**src/rtl/transform_pkg.sv**
```systemverilog
// ---------------------------------------------------------------------------
// transform_pkg
// Shared definitions for the object-transform parameter controller:
//   - parameter index constants (Tx..Sz) and the parameter count
//   - edit FSM state encoding
//   - default rotation wrap modulus
//   - step_value(): one saturating (T/S) or wrapping (R) edit step
// ---------------------------------------------------------------------------
package transform_pkg;

   localparam int TX_IDX     = 32'd0;
   localparam int TY_IDX     = 32'd1;
   localparam int TZ_IDX     = 32'd2;
   localparam int RX_IDX     = 32'd3;
   localparam int RY_IDX     = 32'd4;
   localparam int RZ_IDX     = 32'd5;
   localparam int SX_IDX     = 32'd6;
   localparam int SY_IDX     = 32'd7;
   localparam int SZ_IDX     = 32'd8;
   localparam int NUM_PARAMS = 32'd9;

   localparam int ROT_MOD_DEFAULT = 32'd360;

   typedef enum logic [1:0] {
      IDLE     = 2'd0,
      HOLD     = 2'd1,
      REPEAT   = 2'd2,
      WAIT_REL = 2'd3
   } state_t;

   // One edit step of size amt. dir=1 increments, dir=0 decrements.
   // Non-rotation values clamp to [0, max_val]; rotation values are kept
   // in [0, rot_mod-1] and wrap modulo rot_mod (amt must be < rot_mod).
   function automatic logic [31:0] step_value(
      input logic [31:0] val,
      input logic        dir,
      input logic        is_rot,
      input logic [31:0] amt,
      input logic [31:0] max_val,
      input logic [31:0] rot_mod
   );
      logic [31:0] res;
      if (is_rot) begin
         if (dir) begin
            res = ((val + amt) >= rot_mod) ? (val + amt - rot_mod) : (val + amt);
         end else begin
            res = (val < amt) ? (val + rot_mod - amt) : (val - amt);
         end
      end else begin
         if (dir) begin
            res = (val > (max_val - amt)) ? max_val : (val + amt);
         end else begin
            res = (val < amt) ? 32'd0 : (val - amt);
         end
      end
      return res;
   endfunction

endpackage

```
**src/rtl/hold_repeat_timer.sv**
```systemverilog
// ---------------------------------------------------------------------------
// hold_repeat_timer
// Loadable down-counter used for the hold delay and the auto-repeat period.
// Ports:
//   Clock      in  system clock
//   resetn     in  asynchronous active-high reset (clears the count)
//   load       in  load load_value this cycle (has priority over enable)
//   enable     in  decrement by one, stopping at zero
//   load_value in  W-bit reload value
//   zero       out count is zero
// ---------------------------------------------------------------------------
module hold_repeat_timer #(
   parameter int W = 32
) (
   input  logic         Clock,
   input  logic         resetn,
   input  logic         load,
   input  logic         enable,
   input  logic [W-1:0] load_value,
   output logic         zero
);

   logic [W-1:0] count_r;

   // Count register: load, decrement toward zero, or hold.
   always_ff @(posedge Clock or posedge resetn) begin
      if (resetn) begin
         count_r <= {W{1'b0}};
      end else if (load) begin
         count_r <= load_value;
      end else if (enable && (count_r != {W{1'b0}})) begin
         count_r <= count_r - {{(W-1){1'b0}}, 1'b1};
      end else begin
         count_r <= count_r;
      end
   end

   assign zero = (count_r == {W{1'b0}});

endmodule

```
**src/rtl/transform_param_ctrl.sv**
```systemverilog
// ---------------------------------------------------------------------------
// transform_param_ctrl
// Owns the nine transform parameters (Tx..Tz, Rx..Rz, Sx..Sz) and edits the
// selected one from the up/down buttons with hold-to-repeat.
// Ports:
//   Clock                   in   system clock
//   resetn                  in   asynchronous reset, ACTIVE HIGH
//   select[3:0]             in   parameter index 0..8 (9..15 invalid)
//   switchUp / switchDown   in   level increment / decrement requests
//   Tx..Sz[WIDTH-1:0]       out  registered parameter values
//   TxChanging..SzChanging  out  registered "being edited" flags
//   busy                    out  registered OR of all Changing flags
// Build option: define ACCEL_EN to make repeat steps grow to 8 once eight
// steps have been applied in the repeat phase.
// ---------------------------------------------------------------------------
module transform_param_ctrl
   import transform_pkg::*;
#(
   parameter int WIDTH         = 10,
   parameter int HOLD_CYCLES   = 25000000,
   parameter int REPEAT_CYCLES = 5000000,
   parameter int SCALE_INIT    = 100,
   parameter int ROT_MOD       = ROT_MOD_DEFAULT
) (
   input  logic             Clock,
   input  logic             resetn,
   input  logic [3:0]       select,
   input  logic             switchUp,
   input  logic             switchDown,
   output logic [WIDTH-1:0] Tx, Ty, Tz,
   output logic [WIDTH-1:0] Rx, Ry, Rz,
   output logic [WIDTH-1:0] Sx, Sy, Sz,
   output logic             TxChanging, TyChanging, TzChanging,
   output logic             RxChanging, RyChanging, RzChanging,
   output logic             SxChanging, SyChanging, SzChanging,
   output logic             busy
);

   localparam logic [31:0] MAX_VAL     = 32'((64'd1 << WIDTH) - 64'd1);
   localparam logic [31:0] ROT_MOD_U   = 32'(ROT_MOD);
   localparam logic [31:0] HOLD_LOAD   = 32'(HOLD_CYCLES - 1);
   localparam logic [31:0] REPEAT_LOAD = 32'(REPEAT_CYCLES - 1);

   state_t                  state_r, next_state_s;
   logic [3:0]              sel_q_r, sel_next_s, step_idx_s;
   logic [WIDTH-1:0]        param_r [NUM_PARAMS];
   logic [NUM_PARAMS-1:0]   changing_r, changing_next_s;
   logic                    busy_r;
   logic                    req_valid_s, sel_match_s, do_step_s;
   logic                    timer_load_s, timer_en_s, timer_zero_s;
   logic [31:0]             timer_load_val_s, step_amt_s;

   assign req_valid_s = (switchUp ^ switchDown) && (select <= 4'd8);
   assign sel_match_s = (select == sel_q_r);

   hold_repeat_timer #(.W(32)) u_timer (
      .Clock      (Clock),
      .resetn     (resetn),
      .load       (timer_load_s),
      .enable     (timer_en_s),
      .load_value (timer_load_val_s),
      .zero       (timer_zero_s)
   );

`ifdef ACCEL_EN
   logic [3:0] accel_cnt_r;

   assign step_amt_s = ((state_r == REPEAT) && (accel_cnt_r == 4'd8)) ? 32'd8 : 32'd1;

   // Counts steps that lead into or occur in REPEAT; cleared whenever the
   // FSM is not staying in REPEAT.
   always_ff @(posedge Clock or posedge resetn) begin
      if (resetn) begin
         accel_cnt_r <= 4'd0;
      end else if (next_state_s != REPEAT) begin
         accel_cnt_r <= 4'd0;
      end else if (do_step_s && (accel_cnt_r != 4'd8)) begin
         accel_cnt_r <= accel_cnt_r + 4'd1;
      end else begin
         accel_cnt_r <= accel_cnt_r;
      end
   end
`else
   assign step_amt_s = 32'd1;
`endif

   // Next-state, step and timer control for the edit FSM.
   always_comb begin
      next_state_s     = state_r;
      do_step_s        = 1'b0;
      timer_load_s     = 1'b0;
      timer_en_s       = 1'b0;
      timer_load_val_s = 32'd0;
      step_idx_s       = sel_q_r;
      sel_next_s       = sel_q_r;
      case (state_r)
         IDLE: begin
            if (req_valid_s) begin
               do_step_s        = 1'b1;
               step_idx_s       = select;
               sel_next_s       = select;
               timer_load_s     = 1'b1;
               timer_load_val_s = HOLD_LOAD;
               next_state_s     = HOLD;
            end else begin
               next_state_s     = IDLE;
            end
         end
         HOLD, REPEAT: begin
            // A dropped request or a different (possibly invalid) select
            // ends the edit without a final step.
            if (!req_valid_s || !sel_match_s) begin
               next_state_s     = WAIT_REL;
            end else if (timer_zero_s) begin
               do_step_s        = 1'b1;
               timer_load_s     = 1'b1;
               timer_load_val_s = REPEAT_LOAD;
               next_state_s     = REPEAT;
            end else begin
               timer_en_s       = 1'b1;
            end
         end
         WAIT_REL: begin
            if (!switchUp && !switchDown) begin
               next_state_s = IDLE;
            end else begin
               next_state_s = WAIT_REL;
            end
         end
         default: begin
            next_state_s = IDLE;
         end
      endcase
   end

   // Changing flags for the next cycle: one-hot on the edited parameter.
   always_comb begin
      changing_next_s = {NUM_PARAMS{1'b0}};
      for (int i = 0; i < NUM_PARAMS; i++) begin
         if (((next_state_s == HOLD) || (next_state_s == REPEAT)) && (sel_next_s == 4'(i))) begin
            changing_next_s[i] = 1'b1;
         end else begin
            changing_next_s[i] = 1'b0;
         end
      end
   end

   // FSM state, latched select, Changing flags and busy.
   always_ff @(posedge Clock or posedge resetn) begin
      if (resetn) begin
         state_r    <= IDLE;
         sel_q_r    <= 4'd0;
         changing_r <= {NUM_PARAMS{1'b0}};
         busy_r     <= 1'b0;
      end else begin
         state_r    <= next_state_s;
         sel_q_r    <= sel_next_s;
         changing_r <= changing_next_s;
         busy_r     <= |changing_next_s;
      end
   end

   // Parameter registers; only the stepped one changes.
   always_ff @(posedge Clock or posedge resetn) begin
      if (resetn) begin
         for (int i = 0; i < NUM_PARAMS; i++) begin
            param_r[i] <= (i >= SX_IDX) ? WIDTH'(SCALE_INIT) : {WIDTH{1'b0}};
         end
      end else begin
         for (int i = 0; i < NUM_PARAMS; i++) begin
            if (do_step_s && (step_idx_s == 4'(i))) begin
               param_r[i] <= WIDTH'(step_value(32'(param_r[i]), switchUp,
                                               (i >= RX_IDX) && (i <= RZ_IDX),
                                               step_amt_s, MAX_VAL, ROT_MOD_U));
            end else begin
               param_r[i] <= param_r[i];
            end
         end
      end
   end

   assign Tx = param_r[TX_IDX];
   assign Ty = param_r[TY_IDX];
   assign Tz = param_r[TZ_IDX];
   assign Rx = param_r[RX_IDX];
   assign Ry = param_r[RY_IDX];
   assign Rz = param_r[RZ_IDX];
   assign Sx = param_r[SX_IDX];
   assign Sy = param_r[SY_IDX];
   assign Sz = param_r[SZ_IDX];

   assign TxChanging = changing_r[TX_IDX];
   assign TyChanging = changing_r[TY_IDX];
   assign TzChanging = changing_r[TZ_IDX];
   assign RxChanging = changing_r[RX_IDX];
   assign RyChanging = changing_r[RY_IDX];
   assign RzChanging = changing_r[RZ_IDX];
   assign SxChanging = changing_r[SX_IDX];
   assign SyChanging = changing_r[SY_IDX];
   assign SzChanging = changing_r[SZ_IDX];

   assign busy = busy_r;

endmodule

```
**config.mk**
```make
export PLATFORM = sky130hd
export DESIGN_NAME = transform_param_ctrl
export DESIGN_NICKNAME = d
export VERILOG_FILES = /design/src/rtl/transform_pkg.sv /design/src/rtl/hold_repeat_timer.sv /design/src/rtl/transform_param_ctrl.sv
export SDC_FILE = /design/constraint.sdc
export NUM_CORES = 1
export LEC_CHECK = 0
export CAP_MARGIN = 20
export CORE_ASPECT_RATIO = 1.25
export CORE_UTILIZATION = 30
export CTS_BUF_LIST = sky130_fd_sc_hd__clkbuf_16
export DETAILED_ROUTE_END_ITERATION = 7
export PLACE_DENSITY = 0.5
export SYNTH_ARGS = -nofsm -noshare
export SYNTH_HDL_FRONTEND = slang
export SYNTH_SLANG_ARGS = --single-unit
```
**constraint.sdc**
```tcl
create_clock -name Clock -period 7.7 [get_ports Clock]
set_clock_uncertainty 0.1 [all_clocks]
set_input_delay 1.54 -clock Clock [delete_from_list [all_inputs] [get_ports Clock]]
set_output_delay 1.54 -clock Clock [all_outputs]
set_load 0.01 [all_outputs]
```
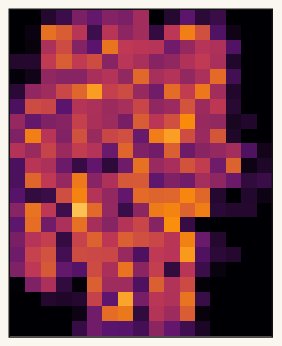
*Cell area per tile*
Drawn at 1.5 px/µm. 17 x 22 tiles, from black (low) to pale yellow (high), 0 to 100% covered.
mean over tiles: 33%
fullest tile: 87%
emptiest ninth of the die: lower right
nearly empty tiles: 18%
tiles over 75% full: 1.6%
final core occ: 35.9%
core area: 36400 µm²

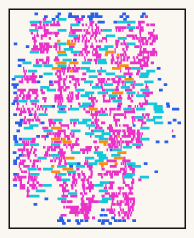
*Cells coloured by class*
Drawn at 1 px/µm.
[blue] remaining buffers and delay cells | cells: 112
[orange] clock drivers and dummy loads | cells: 32
[magenta] combinational and other logic | cells: 1179
[cyan] sequential cells | cells: 138

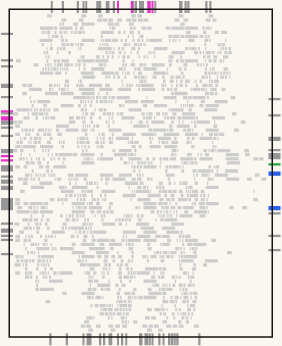
*I/O pins on the die edge*
Drawn at 1.5 px/µm. Pins as bars across the die edge, other pins in grey.
[green] SzChanging | pins: 1 | direction: output | edge: right
[magenta] Tx | pins: 10 | direction: output | edge: 5 left, 5 top
[blue] select | pins: 4 | direction: input | edge: right
Port Buf Inserts: 107
Die Width: 174 µm
DIE HEIGHT: 218 µm

final timing paths:
| check | start | endpoint | slack (ns) | depth (start not counted) |
|---|---|---|---|---|
| min in group asynchronous | resetn | Rx[1] | 1.56 | 2 |
| min reg2reg | u_timer.count_r[16] | u_timer.count_r[16] | 0.43 | 1 |
| max in group asynchronous | resetn | Sy[7] | 4.70 | 3 |
| max reg2reg | Rx[1] | Rx[3] | 4.38 | 8 |
| max | switchUp | Sy[3] | 3.08 | 9 |
| min | u_timer.count_r[16] | u_timer.count_r[16] | 0.43 | 1 |
metal layers:
metal  part of all wire, %  global-route usage (%)
met5                     0                       0
met4                   1.8                    5.35
met3                   4.0                    2.93
met2                    48                    28.6
met1                    46                    22.9
==> Changelog: implementation <==
## Flow update

* # setup viols final at 0
* Worst hold slack at 0.428 ns
* Pwr per Cell Area at 243 nW/µm²
* Multi-input gates at 1130
* Max FFs per register at 32
* Gate Count Post-Synth at 1418
* Placed cell count at 1909
* Routed len/inst at 17.1 µm
* Layout Nets at 1491
* H-Tree Depth at 4
* Asr flop ratio synth at 100%
* Setup ws final at 3.08 ns
* CP Max Fanout at 60
* Clock Tree Root: clkbuf_16
* Seq pwr share at 36.0%
* Plain + repair buffers at 112
* Largest net degree at the start of global routing at 91
* Num sequential at 138
* Yosys cell types at 97
* Most common cell in the synthesized netlist: nand2_1
* Internal Dissipation at 1.90 mW
* Comb/total area at 54.1%
* ClkCell Share at 4.88%
* Global Route Usage Sum at 17.3%
* Yosys xor share at 6.84%
* Total clock sinks at 138
* Unrepaired setup endpoints after global routing: no
* Top Layout Cells: 151 x nand2_1, 131 x nor2_1, 129 x dfrtp_1
* Buffer share of cell area at 8.47%
* Warnings, synthesis at 0
* Area growth, synth to finish at 17.2%
* Comb pwr share at 35.5%
* Routability cong. at 0.844
* Leading cell kind: combinational gates
* Tcrit/Tclk final at 60.0%
* Vias in the first global route at 9966
* Dpl hpwl at 23000 µm
* Die footprint at 37900 µm²
* Setup bufs post-CTS at 0
* Final cell area excluding filler cells at 13100 µm²
* Main logic family: simple AND/OR/NAND/NOR gates
* Tot Pwr at 3.18 mW
* Syn Area/Cell at 7.86 µm²
* Diode count at 0
* Post-synth top area cell: dfrtp_1
* Slew headroom at 22.6%
* Status: completed
* Final min period at 4.62 ns
* Commonest Layout Cell: nand2_1
* HP Class: register to register
* Yosys Chip Area at 11100 µm²
* First-pass iteration count of the detailed router at 5
* TAP cells at 480
* Commonest flop: dfrtp_1
* Yosys cell count at 1418
* Fin cells at 1941
* Slowest stage delay, CP at 0.71 ns
* Buffers & Inverters on Critical Path at 2
* Crit-path cells: buf_4 -> inv_1 -> ha_1 -> nand3_1 -> nand2_1 -> o2bb2ai_1 -> and4_1 -> o21ai_0 -> a22o_1
* Longest Clk Path Bufs at 2
* CP top delay family: AND-OR/OR-AND gates
* TritonCTS clock tree: yes
* Antenna violations before repair at 0
* Clk_lat worst skew at 0.43 ns
* Number of hold violations in the final report at 0
* Via-to-Cell Ratio at 5.54
* CLK BUF at 17
* CP required at 7.92 ns
* Seq/total area at 26.5%
* Via count at 10800
* Pre-CTS WS at 2.66 ns
* Worst-path clk slew at 0.07 ns
* Number of non-clock inverters at 49
* Worst Path Arrival at 4.84 ns
* Slew @ Worst Pin at 1.15 ns
* Final ANT Viol Nets at 0
* Flop area at 3460 µm²
* Sw power at 1.27 mW
* First-pass GRT wire length at 53500 µm
* Synth flops at 138
* Startpoint Class: primary input
* Aoi share at 23.0%
* Area leader share at 29.0%
* Top power group: sequential cells
* Post-DP Area at 12400 µm²
* And+or+nand+nor area frac at 28.5%
* Max-cap viol count at 0
* Gr ovfl total at 0
* Seq group at 1.14 mW
* Residual DRC at 0
* Leak at 5.10 nW
* VDD IR max at 113 µV
* Sw frac at 40.1%
* Type of destination of the critical path: register
* Post-CTS Resized at 0
* Fill cell count at 3826
* Comb. pwr at 1.13 mW
* Setup TNS at 0 ns
* Top cells by count: 151 x nand2_1, 131 x nor2_1, 129 x dfrtp_1, 103 x o21ai_0, 84 x a21oi_1
* Clock power share at 28.5%
* Crit Path Class: primary input to register
* Share of layout cells above drive strength 1 at 6.37%
* Mux share at 1.03%
* Logic area at 7070 µm²
* CP max-delay cell: o2bb2ai_1
* Maximum operating frequency at 216 MHz
* Final WL at 33200 µm
* CTS Buf Count at 17
* Post-synth EDFFs at 0
* I/O Pins at 108
* Top area cell types: dfrtp_1 29%, nand2_1 5.1%, o21ai_0 4.6%
* Row count at 78
* FP Util at 30.6%
* Clock group at 0.904 mW
* Tool warnings at 46
* Register share after synthesis at 31.1%
* Slew Viols, Final at 0
* Post-Synth Adder-Cell Area at 3.93%
* DRT iter0 DRCs at 736
* Hold_buf cts at 0
* Floorplan net count at 1461
* Largest reg by FF count: u_timer.count_r
* Netlist Area Pre-Place at 11100 µm²
Power figures rest on the tool's default switching activity, not on a simulated workload.
